File: src/rtl/morse_pkg.sv
// Shared widths, receiver FSM states and Morse gap / ASCII constants.
package morse_pkg;

    localparam int PAT_W = 24;

    localparam int LETTER_GAP = 3;
    localparam int WORD_GAP   = 7;

    localparam logic [7:0] ASCII_SPACE = 8'h20;
    localparam logic [7:0] ASCII_NONE  = 8'h00;

    typedef enum logic [2:0] {
        IDLE,
        COLLECT,
        ISSUE,
        WAIT,
        CAPTURE,
        GAP
    } rx_state_t;

endpackage

File: src/rtl/morse_unit_timer.sv
// Morse unit timebase: one-cycle tick per unit and the key sample taken at that tick.
// MORSE_GLITCH_FILTER_EN adds a 3-sample majority filter on the key line.
module morse_unit_timer #(
    parameter int UNIT_CYCLES = 1000
) (
    input  logic clk,
    input  logic rst,
    input  logic en,
    input  logic key_in,
    output logic tick,
    output logic s
);

    localparam int CW = (UNIT_CYCLES > 1) ? $clog2(UNIT_CYCLES) : 1;
    localparam logic [CW-1:0] LAST = CW'(UNIT_CYCLES - 1);

    logic [CW-1:0] cnt;

    always_ff @(posedge clk or posedge rst) begin
        if (rst)
            cnt <= '0;
        else if (!en || cnt == LAST)
            cnt <= '0;
        else
            cnt <= cnt + CW'(1);
    end

    assign tick = en && (cnt == LAST);

`ifdef MORSE_GLITCH_FILTER_EN
    logic [2:0] hist;

    always_ff @(posedge clk or posedge rst) begin
        if (rst)
            hist <= '0;
        else
            hist <= {hist[1:0], key_in};
    end

    // Majority of the three most recent samples; a lone glitch cannot win.
    assign s = (hist[0] & hist[1]) | (hist[0] & hist[2]) | (hist[1] & hist[2]);
`else
    assign s = key_in;
`endif

endmodule

File: src/rtl/morse_rx_ctrl.sv
// Morse receive sequencer: builds element patterns, drives the dc decoder and buffers ASCII out.
// Optional key glitch filter lives in morse_unit_timer under MORSE_GLITCH_FILTER_EN.
module morse_rx_ctrl
    import morse_pkg::*;
#(
    parameter int UNIT_CYCLES = 1000,
    parameter int PAT_W       = morse_pkg::PAT_W
) (
    input  logic             clk,
    input  logic             rst,
    input  logic             en,
    input  logic             key_in,
    output logic [PAT_W-1:0] dc_x,
    input  logic [7:0]       dc_y,
    output logic [7:0]       char_out,
    output logic             char_valid,
    input  logic             char_ready,
    output logic             overrun,
    output logic             unknown
);

    logic tick;
    logic s;

    morse_unit_timer #(.UNIT_CYCLES(UNIT_CYCLES)) u_timer (
        .clk    (clk),
        .rst    (rst),
        .en     (en),
        .key_in (key_in),
        .tick   (tick),
        .s      (s)
    );

    rx_state_t        state, state_nxt;
    logic [PAT_W-1:0] pattern, pattern_nxt, new_pat, dc_x_nxt;
    logic [2:0]       zero_cnt, zero_nxt;
    logic             offer, unknown_set;
    logic [7:0]       offer_char;
    logic [7:0]       char_nxt;
    logic             valid_nxt, overrun_nxt, unknown_nxt;

    always_ff @(posedge clk or posedge rst) begin
        if (rst) begin
            state      <= IDLE;
            pattern    <= '0;
            zero_cnt   <= '0;
            dc_x       <= '0;
            char_out   <= '0;
            char_valid <= 1'b0;
            overrun    <= 1'b0;
            unknown    <= 1'b0;
        end else begin
            state      <= state_nxt;
            pattern    <= pattern_nxt;
            zero_cnt   <= zero_nxt;
            dc_x       <= dc_x_nxt;
            char_out   <= char_nxt;
            char_valid <= valid_nxt;
            overrun    <= overrun_nxt;
            unknown    <= unknown_nxt;
        end
    end

    always_comb begin
        state_nxt   = state;
        pattern_nxt = pattern;
        zero_nxt    = zero_cnt;
        dc_x_nxt    = dc_x;
        offer       = 1'b0;
        offer_char  = ASCII_SPACE;
        unknown_set = 1'b0;
        new_pat     = {pattern[PAT_W-2:0], s};
        case (state)
            IDLE: begin
                pattern_nxt = '0;
                if (tick && s) begin
                    pattern_nxt = PAT_W'(1);
                    zero_nxt    = '0;
                    state_nxt   = COLLECT;
                end
            end
            COLLECT: if (tick) begin
                if (pattern[PAT_W-1]) begin
                    unknown_set = 1'b1;
                    pattern_nxt = '0;
                    zero_nxt    = '0;
                    state_nxt   = GAP;
                end else begin
                    pattern_nxt = new_pat;
                    zero_nxt    = s ? 3'd0 : zero_cnt + 3'd1;
                    // Third silent unit: drop two of the three trailing zeros.
                    if (!s && zero_cnt == 3'(LETTER_GAP - 1)) begin
                        dc_x_nxt  = new_pat >> 2;
                        state_nxt = ISSUE;
                    end
                end
            end
            ISSUE: state_nxt = WAIT;
            WAIT:  state_nxt = CAPTURE;
            CAPTURE: begin
                zero_nxt  = 3'(LETTER_GAP);
                state_nxt = GAP;
                if (dc_x == '0) begin
                    // Word-gap lookup: emit one space, then rest in IDLE.
                    offer       = 1'b1;
                    offer_char  = ASCII_SPACE;
                    pattern_nxt = '0;
                    zero_nxt    = '0;
                    state_nxt   = IDLE;
                end else if (dc_y == ASCII_NONE) begin
                    unknown_set = 1'b1;
                end else begin
                    offer      = 1'b1;
                    offer_char = dc_y;
                end
            end
            GAP: if (tick) begin
                if (s) begin
                    pattern_nxt = PAT_W'(1);
                    zero_nxt    = '0;
                    state_nxt   = COLLECT;
                end else begin
                    zero_nxt = zero_cnt + 3'd1;
                    if (zero_cnt == 3'(WORD_GAP - 1)) begin
                        dc_x_nxt  = '0;
                        state_nxt = ISSUE;
                    end
                end
            end
            default: state_nxt = IDLE;
        endcase
        if (!en) begin
            state_nxt   = IDLE;
            pattern_nxt = '0;
            zero_nxt    = '0;
            offer       = 1'b0;
            unknown_set = 1'b0;
        end
    end

    // 1-deep holding register; a full register that is not being drained drops the offer.
    always_comb begin
        char_nxt    = char_out;
        valid_nxt   = char_valid;
        overrun_nxt = overrun;
        unknown_nxt = unknown | unknown_set;
        if (offer) begin
            if (!char_valid || char_ready) begin
                char_nxt  = offer_char;
                valid_nxt = 1'b1;
            end else begin
                overrun_nxt = 1'b1;
            end
        end else if (char_ready) begin
            valid_nxt = 1'b0;
        end
    end

endmodule
File: config.mk
export PLATFORM = sky130hd
export DESIGN_NAME = morse_rx_ctrl
export DESIGN_NICKNAME = d
export VERILOG_FILES = /design/src/rtl/morse_pkg.sv /design/src/rtl/morse_unit_timer.sv /design/src/rtl/morse_rx_ctrl.sv
export SDC_FILE = /design/constraint.sdc
export NUM_CORES = 1
export LEC_CHECK = 0
export CAP_MARGIN = 20
export CORE_MARGIN = 2
export CORE_UTILIZATION = 50
export DETAILED_ROUTE_END_ITERATION = 10
export DONT_BUFFER_PORTS = 1
export GPL_TIMING_DRIVEN = 1
export SLEW_MARGIN = 30
export SYNTH_ARGS = -nofsm -noshare
export SYNTH_HDL_FRONTEND = slang
export SYNTH_SLANG_ARGS = --single-unit
export TNS_END_PERCENT = 5
File: constraint.sdc
create_clock -name clk -period 4.1 [get_ports clk]
set_input_delay 0.82 -clock clk [delete_from_list [all_inputs] [get_ports clk]]
set_output_delay 0.82 -clock clk [all_outputs]
set_load 0.005 [all_outputs]
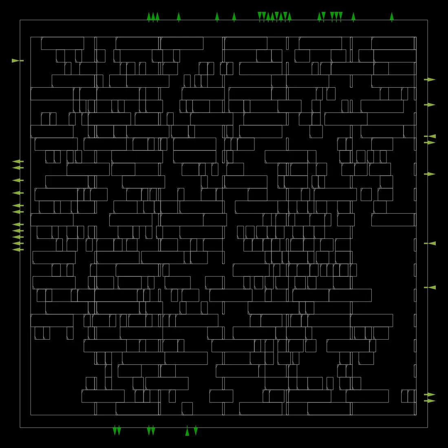
*Cell placement, run 1*
register share of the cell area: 47.99%
registers: 73
Layout Cells excl Fill: 465
Row Count: 30

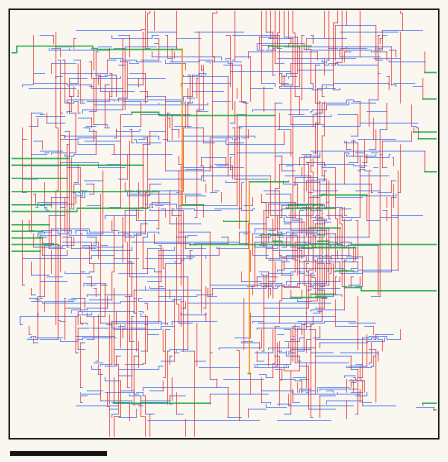
*Signal wires by layer, run 1*
Bar = 20 um.
layer	color	wire length
M3	green	422 um
M1	blue	3210 um
M4	orange	71.4 um
M2	red	3350 um

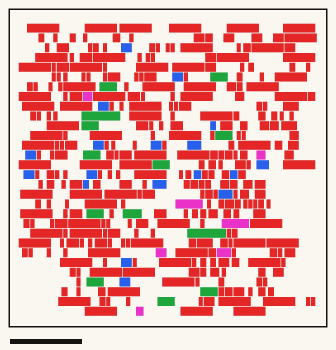
*Sizing map, run 1*
Bar = 20 um.
size	color	cells
x2	blue	18
x6 and larger	green	13
x1 and smaller	red	331
x3 and x4	magenta	7

==> flow_metrics.tcl, run 1 <==
# collected from the flow reports
set metrics [dict create \
    outcome "finished clean" \
    cts_tree "done" \
    yosys.area_share.xor_xnor_pct 1.489 \
    dp_cells 448 \
    end_kind "flip-flop" \
    die_h_um 88.01 \
    hold_class "primary input to asynchronous set/reset pin" \
    hold_viol_final 0 \
    top_logic_kind "simple AND/OR/NAND/NOR gates" \
    crit_cells 6 \
    mux_share_pct 7.163 \
    cp.required_ns 4.33 \
    async_flop_share_pct 100.0 \
    ys_types 46 \
    synth-adder-area-share_pct 1.064 \
    setup_violations 0 \
    dr_wl_met3_um 422 \
    largest_reg_flops 24 \
    firstDrtPassIters 4 \
    start_kind "flip-flop" \
    grt_use_total_pct 20.16 \
    critPathSlowestCell "nor4_1" \
    setup_slack_ns 1.716 \
    sequentialPowerShare_pct 46.4 \
    worstSetupPathType "flip-flop to flip-flop" \
    p_comb_share_pct 19.6 \
    die_area_mm2 0.007745 \
    viasPerCell 5.368 \
    htreeDepth 3 \
    final_common_cell "nand2_1" \
    drive_above_1_share_pct 10.30 \
    r2r_start "u_timer.cnt[0]" \
    logic_area_mm2 0.001486 \
    min_period_ns 2.384 \
    cp-startpoint "u_timer.cnt[0]" \
    antenna_found_initial 0 \
    die_width_um 88.01 \
    worstMarginPinSlew_ns 0.8792 \
    hold_buffers 0 \
    ant_nets 0 \
    common_cells "nand2_1 (77), dfrtp_1 (73), inv_1 (32)" \
    busiest_layer "met2" \
    rsz0062_at_grt "no" \
    ys_cells 365 \
    synth_dominant_cell_count "nand2_1" \
    fin_util_pct 56.02 \
    total_power_w 0.001822 \
    ys_seq_share_pct 51.77 \
    place_ws_ns 1.632 \
    lay_top_cells "nand2_1 (77), dfrtp_1 (73), inv_1 (31)" \
    highest_layer "met4" \
    r2r_slack_ns 1.72 \
    grt-ovfl-total 0 \
    top_area_share_pct 51.77 \
    maxPowerGroup "sequential cells" \
    wl_met1_mm 3.209 \
    p_leak_nw 1.643 \
    use_met1_pct 26.94 \
    diodes 0 \
    worstPathArrival_ns 2.61 \
    tns_ns 0 \
    clock.latency.late_pin_ns 0.34 \
    swShare_pct 29.25 \
    path_buffers 0 \
    p_int_w 0.001289 \
    max_freq_ghz 0.4195 \
    io_buffers 0 \
    crit_path_end "state[2]" \
    syn_inst 365 \
    clockRootBuffer "clkbuf_8" \
    fillers 632 \
    drc_errors 0 \
    crit_chain "ha_1 -> nand3b_1 -> nor4_1 -> o21ai_0 -> a21oi_1 -> mux2_2" \
    tap_cells 96 \
    aoi_share_pct 14.01 \
    largest_cell_class "flip-flops and latches" \
    yosys-top-cells-area "dfrtp_1 (52%), nand2_1 (8.2%), mux2i_1 (6.5%)" \
    whs_ns 0.4329 \
    period_used_pct 58.14 \
    synth-edff-count 0 \
    nets 380 \
    drt_iter0_markers 161 \
    top_register "pattern" \
    grt_pass1_vias 2482 \
    powerComb_w 0.000356 \
    gp_congestion 0.9256 \
    clk_share_pct 5.786 \
    cpPeakStageDelay_ns 0.66 \
    grt_max_degree 52 \
    grt_first_pass_wirelength_mm 12.01 \
    rr_worst_depth 6 \
    r2r_end "state[2]" \
]
### Metal 3, run 1

Bar = 20 um.
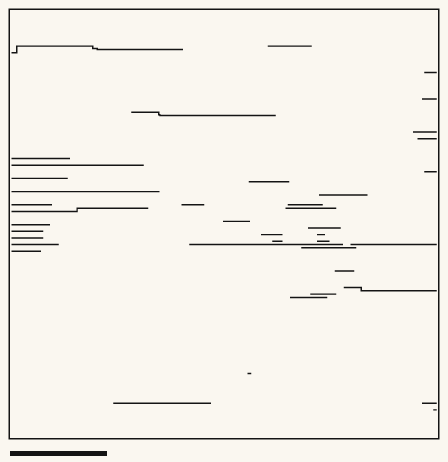

==> run 1 -> run 2 <==
- clock period: 4.1 -> 2.3 ns (I/O delays scaled with it)
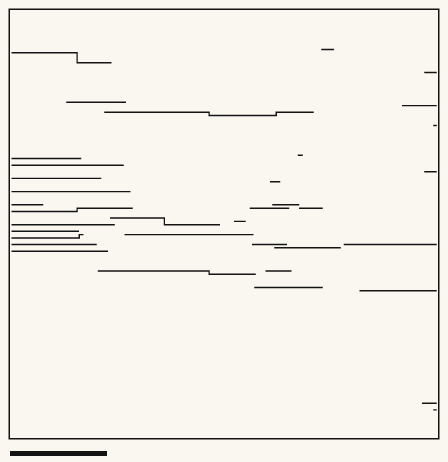
*Metal 3, run 2*
Bar = 20 um.
longest straight run	26.2 um
nets with wire on the layer	28
wire length on this layer	471 um
main direction	horizontal
routed vias: 2566
grt met3 use: 8.577%
routed wire length: 7.589 mm

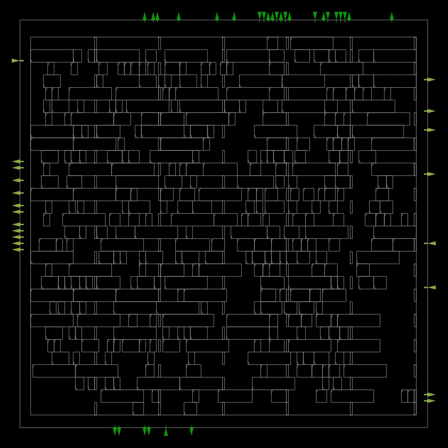
*Cell placement, run 2*
register share of the cell area: 46.76%
Fillers: 605
Core Area: 0.006794 mm2
final core occ: 57.50%
Layout Cells excl Fill: 473

==> flow_metrics.tcl, run 2 <==
# collected from the flow reports
set metrics [dict create \
    outcome "finished clean" \
    yosys-top-cells-area "dfrtp_1 (52%), nand2_1 (8.2%), mux2i_1 (6.5%)" \
    power_density_mw_per_mm2 841.0 \
    rr_worst_depth 6 \
    grt_max_degree 49 \
    aoi_share_pct 14.01 \
    diodes 0 \
    gp_congestion 0.8748 \
    synth_chip_area_mm2 0.003528 \
    yosys.area_share.xor_xnor_pct 1.489 \
    logic_area_mm2 0.001510 \
    slew_violations 0 \
    antenna_found_initial 0 \
    clkPwrFrac_pct 33.5 \
    maxPowerGroup "sequential cells" \
    worstPathArrival_ns 2.40 \
    place_ws_ns 0.04697 \
    end_kind "flip-flop" \
    r2r_slack_ns 0.12 \
    wl_per_cell_um 16.04 \
    period_used_pct 94.63 \
    critPathSlowestCell "dfrtp_1" \
    swShare_pct 29.70 \
    firstDrtPassIters 4 \
    async_flop_share_pct 100.0 \
    top_register "pattern" \
    boundaryPins 48 \
    syn_area_per_cell_um2 9.667 \
    ys_types 46 \
    tns_ns 0 \
    cts_resized 0 \
    crit_cells 6 \
    wl_met1_mm 3.403 \
    grt_use_total_pct 21.14 \
    common_cells "nand2_1 (77), dfrtp_1 (73), inv_1 (32)" \
    path_buffers 1 \
    dp_cells 455 \
    min_period_ns 2.176 \
    clk_share_pct 5.637 \
    sequentialPowerShare_pct 45.7 \
    use_met1_pct 28.26 \
    whs_ns 0.04834 \
    syn_inst 365 \
    hold_buffers 0 \
    warnings 27 \
    die_area_mm2 0.007745 \
    die_h_um 88.01 \
    start_kind "flip-flop" \
    synth_dominant_cell_count "nand2_1" \
    worstMarginPinSlew_ns 0.6224 \
    ys_seq_share_pct 51.77 \
    total_power_w 0.003285 \
    top_regs "pattern x24, dc_x x22, u_timer.cnt x10" \
    crit_chain "nor4_1 -> nand4_1 -> o21ai_0 -> a31oi_4 -> buf_12 -> mux2i_1" \
    powerComb_w 0.000685 \
    crit_path_end "pattern[2]" \
    tap_cells 96 \
    place_area_mm2 0.003662 \
    slew_headroom_pct 58.51 \
    skew_ns 0.009510 \
    design_area_mm2 0.003906 \
    nets 388 \
    hold_class "primary input to asynchronous set/reset pin" \
    p_comb_share_pct 20.8 \
    p_leak_nw 1.669 \
    grt_pass1_vias 2588 \
    ff_type "dfrtp_1" \
    row_count 30 \
    cp.required_ns 2.53 \
    synth-adder-area-share_pct 1.064 \
    htreeDepth 3 \
    mux_share_pct 7.163 \
    r2r_start "dc_x[16]" \
    clockRootBuffer "clkbuf_8" \
    setup_slack_ns 0.1236 \
    io_buffers 0 \
    post_cts_buffers 0 \
    largest_cell_class "flip-flops and latches" \
    clock.latency.late_pin_ns 0.34 \
    cp-startpoint "dc_x[16]" \
    drt_iter0_markers 91 \
    cts_tree "done" \
    highest_layer "met4" \
    ir_drop_mv 0.4826 \
    top_area_share_pct 51.77 \
    hold_viol_final 0 \
    grt_first_pass_wirelength_mm 12.46 \
    final_common_cell "nand2_1" \
    grt-ovfl-total 0 \
    p_int_w 0.002309 \
    r2r_end "pattern[2]" \
    drive_above_1_share_pct 11.94 \
    ys_cells 365 \
    ant_nets 0 \
    die_width_um 88.01 \
    sh_comb_area_pct 38.66 \
    n_all_buffers 9 \
    synth-edff-count 0 \
    buffer_area_share_pct 2.691 \
    path_delay_family "simple AND/OR/NAND/NOR gates" \
    lay_top_cells "nand2_1 (77), dfrtp_1 (73), inv_1 (31)" \
    max_freq_ghz 0.4595 \
    synth_warnings 0 \
    setup_violations 0 \
    busiest_layer "met2" \
    top_logic_kind "simple AND/OR/NAND/NOR gates" \
    cpPeakStageDelay_ns 0.42 \
    largest_reg_flops 24 \
    drc_errors 0 \
    seq_cell_count 73 \
    rsz0062_at_grt "no" \
    viasPerCell 5.425 \
    dr_wl_met3_um 471 \
    worstSetupPathType "flip-flop to flip-flop" \
]
